--- config.mk ---
export PLATFORM = sky130hd
export DESIGN_NAME = uart_rx_buffered_flat
export DESIGN_NICKNAME = d
export VERILOG_FILES = /design/src/rtl/uart_rx_buffered_if.sv /design/src/rtl/uart_rx_buffered.sv /design/src/flat_wrapper.sv
export SDC_FILE = /design/constraint.sdc
export NUM_CORES = 1
export LEC_CHECK = 0
export ABC_CLOCK_PERIOD_IN_PS = 1800
export CORE_AREA = 2 2 165 86
export CTS_CLUSTER_DIAMETER = 60
export DETAILED_ROUTE_END_ITERATION = 7
export DIE_AREA = 0 0 167 88
export GPL_TIMING_DRIVEN = 0
export PLACE_DENSITY_LB_ADDON = 0.12
export SYNTH_ARGS = -nofsm -noshare
export SYNTH_HDL_FRONTEND = slang
export SYNTH_SLANG_ARGS = --single-unit
--- constraint.sdc ---
create_clock -name i_clk -period 1.8 [get_ports i_clk]
set_input_delay 0.36 -clock i_clk [delete_from_list [all_inputs] [get_ports i_clk]]
set_output_delay 0.36 -clock i_clk [all_outputs]
set_load 0.005 [all_outputs]
--- src/rtl/uart_rx_buffered_if.sv ---
// Valid/ready byte stream carrying received UART bytes from the receiver to its consumer.
`timescale 1ns/1ps
interface uart_rx_buffered_if;
  logic [7:0] data;
  logic       valid;
  logic       ready;

  modport master (output data, output valid, input ready);
  modport slave  (input data, input valid, output ready);
endinterface

--- src/rtl/uart_rx_buffered.sv ---
// 8N1 UART receiver with mid-bit sampling, start-glitch rejection, framing-error detection
// and a show-ahead byte FIFO drained over a valid/ready interface.
`timescale 1ns/1ps
module uart_rx_buffered #(
  parameter int CLK_PER_BIT = 868,
  parameter int FIFO_DEPTH  = 16
) (
  input  logic                          i_clk,
  input  logic                          i_rst,
  input  logic                          i_uart_rx,
  uart_rx_buffered_if.master            rx_bus,
  output logic                          o_frame_err,
  output logic                          o_overflow,
  output logic [$clog2(FIFO_DEPTH):0]   o_fifo_count
);
  localparam int CNT_W = $clog2(CLK_PER_BIT);
  localparam int PTR_W = $clog2(FIFO_DEPTH);
  localparam int CW    = PTR_W + 1;
  localparam logic [CNT_W-1:0] HALF_M1 = CNT_W'(CLK_PER_BIT / 2 - 1);
  localparam logic [CNT_W-1:0] FULL_M1 = CNT_W'(CLK_PER_BIT - 1);
  localparam logic [CW-1:0]    DEPTH_C = CW'(FIFO_DEPTH);

  typedef enum logic [2:0] {S_IDLE, S_START, S_DATA, S_STOP, S_BREAK} state_t;

  logic [1:0]       r_rst_sync;
  logic             w_rst;
  logic [1:0]       r_sync;
  logic             w_rx_s;
  state_t           r_state, w_state_nxt;
  logic [CNT_W-1:0] r_cnt, w_cnt_nxt;
  logic [2:0]       r_idx, w_idx_nxt;
  logic [7:0]       r_shreg, w_shreg_nxt;
  logic             w_push, w_ferr;
  logic [7:0]       r_mem [FIFO_DEPTH];
  logic [PTR_W-1:0] r_wr_ptr, r_rd_ptr;
  logic [CW-1:0]    r_count;
  logic             r_frame_err, r_overflow;
  logic             w_valid, w_pop, w_full, w_do_push;

  // Reset asserts immediately but releases on a clock edge.
  always_ff @(posedge i_clk or posedge i_rst) begin
    if (i_rst) r_rst_sync <= 2'b11;
    else       r_rst_sync <= {r_rst_sync[0], 1'b0};
  end
  assign w_rst = r_rst_sync[1];

  // Two-flop synchroniser on the asynchronous serial line; idles high.
  always_ff @(posedge i_clk or posedge w_rst) begin
    if (w_rst) r_sync <= 2'b11;
    else       r_sync <= {r_sync[0], i_uart_rx};
  end
  assign w_rx_s = r_sync[1];

  // Receiver state register.
  always_ff @(posedge i_clk or posedge w_rst) begin
    if (w_rst) begin
      r_state <= S_IDLE;
      r_cnt   <= '0;
      r_idx   <= 3'd0;
      r_shreg <= 8'h00;
    end else begin
      r_state <= w_state_nxt;
      r_cnt   <= w_cnt_nxt;
      r_idx   <= w_idx_nxt;
      r_shreg <= w_shreg_nxt;
    end
  end

  // Receiver next-state: half-bit wait from start edge puts every later sample at a bit centre.
  always_comb begin
    w_state_nxt = r_state;
    w_cnt_nxt   = r_cnt + CNT_W'(1);
    w_idx_nxt   = r_idx;
    w_shreg_nxt = r_shreg;
    w_push      = 1'b0;
    w_ferr      = 1'b0;
    case (r_state)
      S_IDLE: begin
        w_cnt_nxt = '0;
        if (!w_rx_s) w_state_nxt = S_START;
        else         w_state_nxt = S_IDLE;
      end
      S_START: begin
        if (r_cnt == HALF_M1) begin
          w_cnt_nxt = '0;
          w_idx_nxt = 3'd0;
          if (w_rx_s) w_state_nxt = S_IDLE;
          else        w_state_nxt = S_DATA;
        end else begin
          w_state_nxt = S_START;
        end
      end
      S_DATA: begin
        if (r_cnt == FULL_M1) begin
          w_cnt_nxt   = '0;
          w_shreg_nxt = {w_rx_s, r_shreg[7:1]};
          w_idx_nxt   = r_idx + 3'd1;
          if (r_idx == 3'd7) w_state_nxt = S_STOP;
          else               w_state_nxt = S_DATA;
        end else begin
          w_state_nxt = S_DATA;
        end
      end
      S_STOP: begin
        if (r_cnt == FULL_M1) begin
          w_cnt_nxt = '0;
          if (w_rx_s) begin
            w_push      = 1'b1;
            w_state_nxt = S_IDLE;
          end else begin
            w_ferr      = 1'b1;
            w_state_nxt = S_BREAK;
          end
        end else begin
          w_state_nxt = S_STOP;
        end
      end
      S_BREAK: begin
        w_cnt_nxt = '0;
        if (w_rx_s) w_state_nxt = S_IDLE;
        else        w_state_nxt = S_BREAK;
      end
      default: begin
        w_cnt_nxt   = '0;
        w_state_nxt = S_IDLE;
      end
    endcase
  end

  assign w_valid   = (r_count != '0);
  assign w_pop     = w_valid && rx_bus.ready;
  assign w_full    = (r_count == DEPTH_C);
  assign w_do_push = w_push && (!w_full || w_pop);

  // FIFO storage; contents are only meaningful between the pointers.
  always_ff @(posedge i_clk) begin
    if (w_do_push) r_mem[r_wr_ptr] <= r_shreg;
  end

  // FIFO pointers, occupancy and status flags.
  always_ff @(posedge i_clk or posedge w_rst) begin
    if (w_rst) begin
      r_wr_ptr    <= '0;
      r_rd_ptr    <= '0;
      r_count     <= '0;
      r_frame_err <= 1'b0;
      r_overflow  <= 1'b0;
    end else begin
      r_frame_err <= w_ferr;
      if (w_push && w_full && !w_pop) r_overflow <= 1'b1;
      if (w_do_push) r_wr_ptr <= r_wr_ptr + PTR_W'(1);
      if (w_pop)     r_rd_ptr <= r_rd_ptr + PTR_W'(1);
      if (w_do_push && !w_pop)      r_count <= r_count + CW'(1);
      else if (w_pop && !w_do_push) r_count <= r_count - CW'(1);
    end
  end

  assign rx_bus.valid = w_valid;
  assign rx_bus.data  = w_valid ? r_mem[r_rd_ptr] : 8'h00;
  assign o_frame_err  = r_frame_err;
  assign o_overflow   = r_overflow;
  assign o_fifo_count = r_count;
endmodule

--- src/flat_wrapper.sv ---
// flat-port wrapper written by rule: the top's interface ports become plain ports
module uart_rx_buffered_flat 
#(
  parameter int CLK_PER_BIT = 868,
  parameter int FIFO_DEPTH  = 16
)
  (i_clk, i_rst, i_uart_rx, o_frame_err, o_overflow, o_fifo_count, rx_bus_data, rx_bus_valid, rx_bus_ready);
  uart_rx_buffered_if rx_bus_i ();
  input  logic i_clk;
  input  logic i_rst;
  input  logic i_uart_rx;
  output logic o_frame_err;
  output logic o_overflow;
  output logic [$clog2(FIFO_DEPTH):0] o_fifo_count;
  output wire logic [$bits(rx_bus_i.data)-1:0] rx_bus_data;
  output wire logic [$bits(rx_bus_i.valid)-1:0] rx_bus_valid;
  input wire logic [$bits(rx_bus_i.ready)-1:0] rx_bus_ready;
  assign rx_bus_data = rx_bus_i.data;
  assign rx_bus_valid = rx_bus_i.valid;
  assign rx_bus_i.ready = rx_bus_ready;
  uart_rx_buffered #(.CLK_PER_BIT(CLK_PER_BIT), .FIFO_DEPTH(FIFO_DEPTH)) u_core (.i_clk(i_clk), .i_rst(i_rst), .i_uart_rx(i_uart_rx), .rx_bus(rx_bus_i), .o_frame_err(o_frame_err), .o_overflow(o_overflow), .o_fifo_count(o_fifo_count));
endmodule
Figure 1. Floorplan with the power grid (run 1).
Drawn at 3 px/µm. Pins as bars on the die edge.
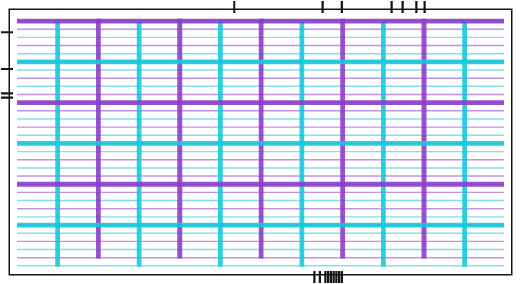
- VSS: cyan
- VDD: purple
- met5 straps: 6
- met4 straps: 11
- met1 rails: 31

Figure 2. Cell classes on the final placement (run 1).
Drawn at 4 px/µm. Fill, decap, tap and diode cells in gray.
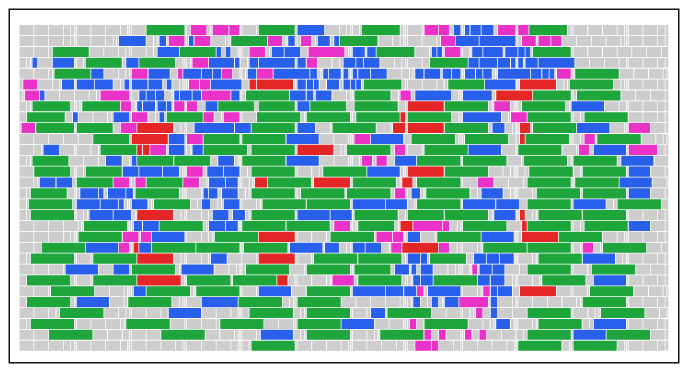
- clock drivers and dummy loads: red (cells 32; share of their area 6.1%)
- sequential cells: green (cells 171; share of their area 56%)
- combinational and other logic: blue (cells 225; share of their area 29%)
- remaining buffers and delay cells: magenta (cells 82; share of their area 9.0%)

Figure 3. Sequential cells colored by netlist name (run 1).
Drawn at 4 px/µm. Other sequential cells in the stronger gray, the rest of the logic in the fainter gray.
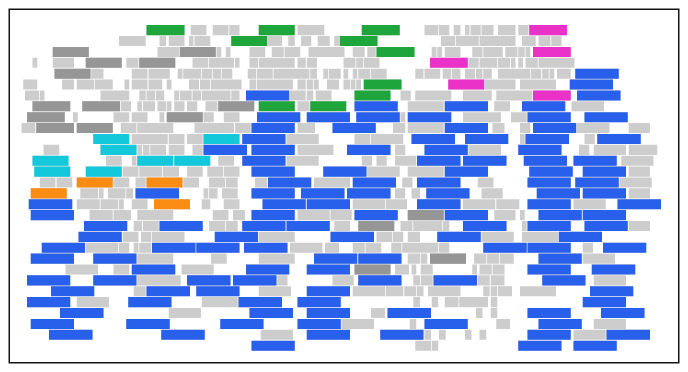
- `u_core.o_fifo_count`: magenta (placed flops 5; where north-east)
- `u_core.r_wr_ptr`: orange (placed flops 4; where west)
- `u_core.r_shreg`: cyan (placed flops 8; where west)
- `u_core.r_cnt`: green (placed flops 10; where north)
- `u_core.r_mem`: blue (placed flops 128)
- not colored: 16

==> run notes, run 1 <==
Results of the implementation run.

After the last flow step, the layout net total stands at 515. The least setup slack across all paths after layout came out at -0.849 ns. The number of different library cells in the post-synthesis netlist came out at 54. The area after detailed placement is 0.00770 mm². In the layout the commonest cells are 128 x sky130_fd_sc_hd__edfxtp_1, 31 x sky130_fd_sc_hd__mux4_2, 30 x sky130_fd_sc_hd__dfrtp_1. The die width came out at 167 µm. For the pin with the worst max-slew slack, the measured transition is 0.733 ns. In this run the vertical extent of the chip is 88 µm. The net switching power of the design came out at 3.38 mW.

The final routed DRC violation total is 0. The power report attributes to the clock group a share of 29.0%. The register-to-register setup slack is -0.78 ns. The layout has 82 buffers outside the clock class. The first global-routing pass estimated 23,500 µm of wire.

The final-report max-slew violation count came out at 0. The final critical path time including I/O delays and setup came out at 2.65 ns. After layout the clock buffers and inverters come to 5.93% of cell area. The clock-pin slew reported for the worst setup and hold paths after clock tree synthesis is 0.06 ns. The maximum net fanout on the critical path came out at 5. The path depth of the worst reg2reg path is 12. The portion of netlist area occupied by mux cells is 14.5%. The dominant register cell is sky130_fd_sc_hd__edfxtp_1. Setup repair after global routing could not meet its margin everywhere. The overflow left after global routing is 0.

The area enclosed by the die boundary came out at 0.0147 mm². Global route summary, busiest routing layer listed as met1. The post-synthesis compound-gate area fraction came out at 3.31%. The post-CTS repair timing setup buffer count came out at 44. The mapped netlist covers 0.00722 mm².

In the final layout, the registers with the most flip-flops are u_core.r_mem: 128 flops, u_core.r_cnt: 10 flops, u_core.r_shreg: 8 flops. The weighted congestion reported at the end of routability-driven placement came out at 0.818. The end-of-flow timing check tallies setup violations at 142.

The launch point of the worst register-to-register path is recorded as u_core.r_cnt[1]$_DFF_PP0_. The number of iterations in the first detailed-routing pass came out at 4. The detailed router's first-iteration violation count came out at 352. The register with the most flip-flops is u_core.r_mem. Registers take 0.00494 mm². The power density of the placed cells came out at 1270 mW/mm². The post-route clock period utilization came out at 147%. TritonCTS built the clock tree. The antenna diode instance count came out at 0. The worst setup path is of the flop to output pin kind. Per the synthesis report, the simple-gate share of the synthesized area is 6.93%. The final setup TNS came out at -51.37 ns.

The per-instance average area after synthesis came out at 17.6 µm². The number of vias per cell came out at 5.92. The multi-input gate area in the final layout is 0.00250 mm². Per STA, the endpoint of the critical path is rx_bus_data[1]. Per the layout report, the design carries 861 filler cells.

The overall power came out at 11.5 mW. For this run, the top clock speed supported by timing is 378 MHz. The dominant kind of cell by area is registers. The global-route track usage on met2 is 30.9%. The post-synthesis sequential element count came out at 171. After Yosys synthesis, full adders, half adders and majority gates account for 2.53% of the synthesized area. The cell sitting at the root of the clock tree is a sky130_fd_sc_hd__clkbuf_16. The internal power component is 8.13 mW. The instance tally after logic synthesis came out at 411.

The worst voltage drop across the vdd grid is 0.623 mV. In the final routed layout, each cell accounts on average for 23.2 µm. The relative contribution of sequential cells to total power came out at 40.4%. The flow ran to the end, but the final reports show violations. The fraction of cell area in sequential cells is reported as 54.6%.

After layout, the clock buffer instance count stands at 19. The placed wire-length estimate after detailed placement came out at 9700 µm. The proportion of synthesized flip-flops having asynchronous set or reset is 25.1%. The worst setup path is captured at an output pin. The checks that failed: setup timing.

STA classifies the critical path startpoint as a flop. The number of inverters outside the clock class in the layout is 13. The largest buffer count on any clock path is 2. The antenna violation net count after detailed routing is 0.

The post-synthesis cell count from yosys came out at 411. The worst hold path belongs to the class flop to async pin. The top-level I/O count came out at 20.

The via count of the first global-routing pass was 3,916. In the final layout, the share of cells above drive strength 1 is 41.4%.
-- run 1: power by group through the flow --
stage / registers [mW] / clock network (mW) / logic [mW]
3_3_place_gp: 4.69 / 0 / 2.61
2_1_floorplan: 4.65 / 0 / 1.80
4_1_cts: 4.63 / 3.36 / 3.19
6_report: 4.65 / 3.34 / 3.53
3_5_place_dp: 4.70 / 0 / 2.65
5_1_grt: 4.67 / 3.53 / 3.75
-- run 1: routing by layer --
metal	share of wire, %	vias up
li1	-	1774
met1	49	2129
met2	43	135
met3	7.2	20
met4	1.3	0
met5	0	-
-- run 1: worst max-delay path: stages, from the launching register on --
cell	delay [ns]
sky130_fd_sc_hd__dfrtp_1	0.36
sky130_fd_sc_hd__buf_6	0.14
sky130_fd_sc_hd__buf_12	0.12
sky130_fd_sc_hd__buf_8	0.11
sky130_fd_sc_hd__mux4_2	0.49
sky130_fd_sc_hd__mux2_4	0.30
sky130_fd_sc_hd__o21ai_4	0.16
sky130_fd_sc_hd__a21oi_2	0.04
sky130_fd_sc_hd__buf_2	0.15
-- run 1: cell usage after synthesis, types with 9 or more instances --
cell type	count	area [µm²]
sky130_fd_sc_hd__ha_1	13	163
sky130_fd_sc_hd__mux4_1	9	236
sky130_fd_sc_hd__mux4_2	23	518
sky130_fd_sc_hd__and3_1	13	81.3
sky130_fd_sc_hd__mux2_1	10	113
sky130_fd_sc_hd__a21oi_1	10	50.1
sky130_fd_sc_hd__inv_1	13	48.8
sky130_fd_sc_hd__o21ai_1	9	45.0
sky130_fd_sc_hd__dfrtp_1	39	976
sky130_fd_sc_hd__mux2_2	9	101
sky130_fd_sc_hd__nor2_1	16	60.1
sky130_fd_sc_hd__xnor2_1	9	78.8
sky130_fd_sc_hd__edfxtp_1	128	3840
sky130_fd_sc_hd__nand2_1	11	41.3
==> run 2, diff against run 1 <==
--- a/config.mk
+++ b/config.mk
@@ -6,10 +6,10 @@
 export NUM_CORES = 1
 export LEC_CHECK = 0
 export ABC_CLOCK_PERIOD_IN_PS = 1800
-export CORE_AREA = 2 2 165 86
+export CORE_AREA = 2 2 173 90
 export CTS_CLUSTER_DIAMETER = 60
 export DETAILED_ROUTE_END_ITERATION = 7
-export DIE_AREA = 0 0 167 88
+export DIE_AREA = 0 0 175 92
 export GPL_TIMING_DRIVEN = 0
 export PLACE_DENSITY_LB_ADDON = 0.12
 export SYNTH_ARGS = -nofsm -noshare
Figure 4. Clock network drawn from the DEF (run 2).
Drawn at 4 px/µm.
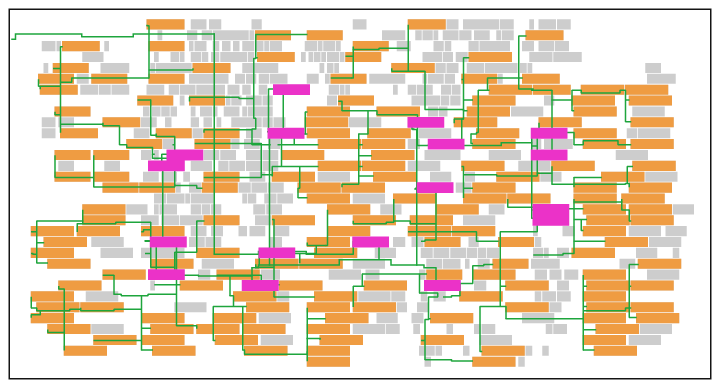
- clock drivers: magenta (count 17)
- flip-flops: orange (count 171)
- clock wires: green (length 1,980 µm)
- routed clock nets: 18

==> run 2 against run 1 <==
- the flow still finishes with violations (setup timing)
- worst hold slack better by 0.075 ns
- design area decreased by 1.4%
- fmax up 2.7%
- first-iteration DRC count increased by 6.3%
- routed wire length decreased by 3.3%
- core utilization shrank 8.2 points
- clock power rose by 5%
- synthesized cell count did not move
- clock skew increased by 0.0026 ns
- area after synthesis stayed put
- critical path type unchanged
- largest cell class unchanged
==> run notes, run 2 <==
Results of the implementation run.

The run finished, with violations left. The checks that failed: setup timing. The met2 wire length is 6350 µm (-6.9%). The sum of routed wire segments on met1 came out at 7750 µm (+0.16%). The critical path in this run is classified as flop to output pin. The fraction of layout cells with a size suffix above 1 was 38.9% (-2.5 points).

The detailed router's first-iteration violation count was 374 (+6.3%). In this run the worst hold path is classified as flop to async pin. The post-synthesis compound-gate area fraction is 3.31% (unchanged). The final critical path time including I/O delays and setup came to 2.58 ns (-0.0700 ns). The least setup slack across all paths after layout is -0.779 ns (+0.0700 ns).

The maximum net fanout on the critical path came to 6 (+1). STA classifies the critical path startpoint as a flop. Looking at the reg2reg group, the worst path starts from u_core.r_sync[1]$_DFF_PP1_. The register-to-register setup slack is -0.74 ns (+0.04 ns).

The area share of and/or/nand/nor cells after synthesis came out at 6.93% (unchanged). The net switching power of the design is 3.40 mW (+0.46%). Signal routing reaches up to met4. The via count of the first global-routing pass is 3,903 (-0.33%). The placed wire-length estimate after detailed placement came out at 9930 µm (+2.4%).

The critical path ends at rx_bus_data[2]. The number of vias per cell came out at 5.48 (-7.3%). The dominant register cell is sky130_fd_sc_hd__edfxtp_1. The overflow left after global routing came out at 0 (unchanged).

The global-route track usage on met2 came to 26.8% (-4.2 points). The post-CTS repair timing setup buffer count came to 26 (-41%). The number of rows created at floorplan is 32.

The met3 routed wirelength is 1150 µm (+0.96%). The number of iterations in the first detailed-routing pass came out at 5 (+1). The antenna violation net count after detailed routing is 0 (unchanged). The post-synthesis sequential element count came to 171 (unchanged).

The final setup TNS is -49.38 ns (+1.98 ns). The antenna diode instance count came out at 0 (unchanged). met1 is the most crowded layer. The internal power component is 8.12 mW (-0.17%).

The final-report max-slew violation count is 0 (unchanged). The post-route clock period utilization is 143% (-3.9 points). The registers reported with the highest flop counts are u_core.r_mem: 128 flops, u_core.r_cnt: 10 flops, u_core.r_shreg: 8 flops. After synthesis, the most frequently instantiated cells are 128 x sky130_fd_sc_hd__edfxtp_1, 39 x sky130_fd_sc_hd__dfrtp_1, 23 x sky130_fd_sc_hd__mux4_2. The number of different library cells in the post-synthesis netlist came out at 54 (unchanged). The proportion of synthesized flip-flops having asynchronous set or reset came out at 25.1% (unchanged). In the layout the commonest cells are 128 x sky130_fd_sc_hd__edfxtp_1, 32 x sky130_fd_sc_hd__mux4_2, 32 x sky130_fd_sc_hd__dfrtp_1. The post-synthesis cell count from yosys is 411 (unchanged). The sort of element at the end of the critical path is an output pin.

The count of final setup violators came out at 158 (+11%). The area enclosed by the die boundary came to 0.0161 mm² (+9.6%). The first-pass GRT wire length is 23,300 µm (-1.1%). By instance count, the leading cell after synthesis is sky130_fd_sc_hd__edfxtp_1. The highest clock frequency the design can meet was 388 MHz (+2.7%). The die width is 175 µm (+4.8%). The top-level I/O count is 20 (unchanged). The synthesis report lists the most area-consuming cells as sky130_fd_sc_hd__edfxtp_1 53%, sky130_fd_sc_hd__dfrtp_1 14%, sky130_fd_sc_hd__mux4_2 7.2%. The register with the most flip-flops is u_core.r_mem.

The tally of non-filler cells in the final layout came out at 703. The area share of the largest cell type after synthesis came to 53.3% (unchanged). The instance tally after logic synthesis is 411 (unchanged). The worst voltage drop across the vdd grid is 0.757 mV (+21%). The slew at the pin closest to its max-slew limit was 0.735 ns (+0.00135 ns). The largest buffer count on any clock path came to 2 (unchanged). The per-cell routed wire length was 21.9 µm (-5.6%).

The clock-pin slew reported for the worst setup and hold paths after clock tree synthesis is 0.07 ns (about the same). Setup repair after global routing could not meet its margin everywhere.
Figure 5. Cell classes on the final placement (run 2).
Drawn at 4 px/µm. Fill, decap, tap and diode cells in gray.
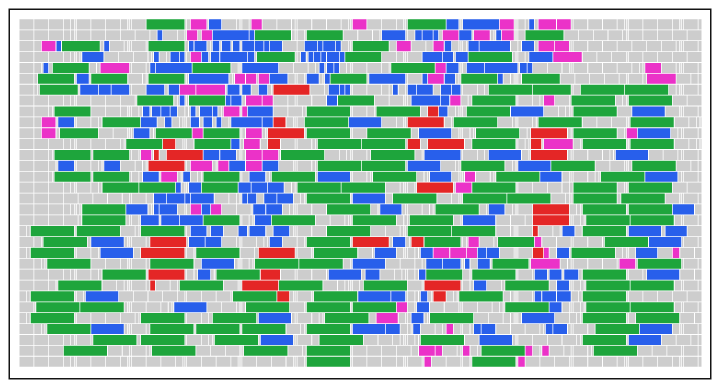
- combinational and other logic: blue (cells 225; share of their area 29%)
- sequential cells: green (cells 171; share of their area 57%)
- remaining buffers and delay cells: magenta (cells 71; share of their area 8.0%)
- clock drivers and dummy loads: red (cells 32; share of their area 6.5%)

==> run 2: cell counts after synthesis <==
No cell type changed its count.
==> run 2: final cells by class <==
| type | instances | area [µm²] | area share [%] |
|---|---|---|---|
| Buffer | 12 | 115 | 1.29 |
| Tap cell | 204 | 255 | 2.86 |
| Clock buffer | 20 | 447 | 5.01 |
| Sequential cell | 171 | 4930 | 55.3 |
| Clock inverter | 12 | 118 | 1.32 |
| Inverter | 13 | 56.3 | 0.631 |
| Timing Repair Buffer | 59 | 579 | 6.49 |
| Multi-Input combinational cell | 212 | 2420 | 27.1 |
==> run 2: critical path, stage by stage (launching register included) <==
cell	delay [ns]
sky130_fd_sc_hd__dfrtp_1	0.36
sky130_fd_sc_hd__buf_6	0.16
sky130_fd_sc_hd__buf_6	0.13
sky130_fd_sc_hd__mux4_2	0.49
sky130_fd_sc_hd__mux2_4	0.30
sky130_fd_sc_hd__o21ai_2	0.15
sky130_fd_sc_hd__a21oi_2	0.05
sky130_fd_sc_hd__buf_2	0.16
==> run 2: stage by stage <==
| stage | area, µm² | power, mW |
|---|---|---|
| 2_1_floorplan | 7270 | 6.45 |
| 3_3_place_gp | 7720 | 7.34 |
| 3_5_place_dp | 7740 | 7.38 |
| 4_1_cts | 8730 | 11.3 |
| 5_1_grt | 8920 | 12.0 |
| 6_report | 8920 | 11.5 |
==> run 2: power by group through the flow <==
stage	clock network (mW)	logic, mW	registers [mW]
2_1_floorplan	0	1.80	4.65
3_3_place_gp	0	2.65	4.69
3_5_place_dp	0	2.68	4.70
4_1_cts	3.53	3.18	4.62
5_1_grt	3.73	3.64	4.68
6_report	3.50	3.37	4.64
Power is estimated from default activity; no workload was simulated.
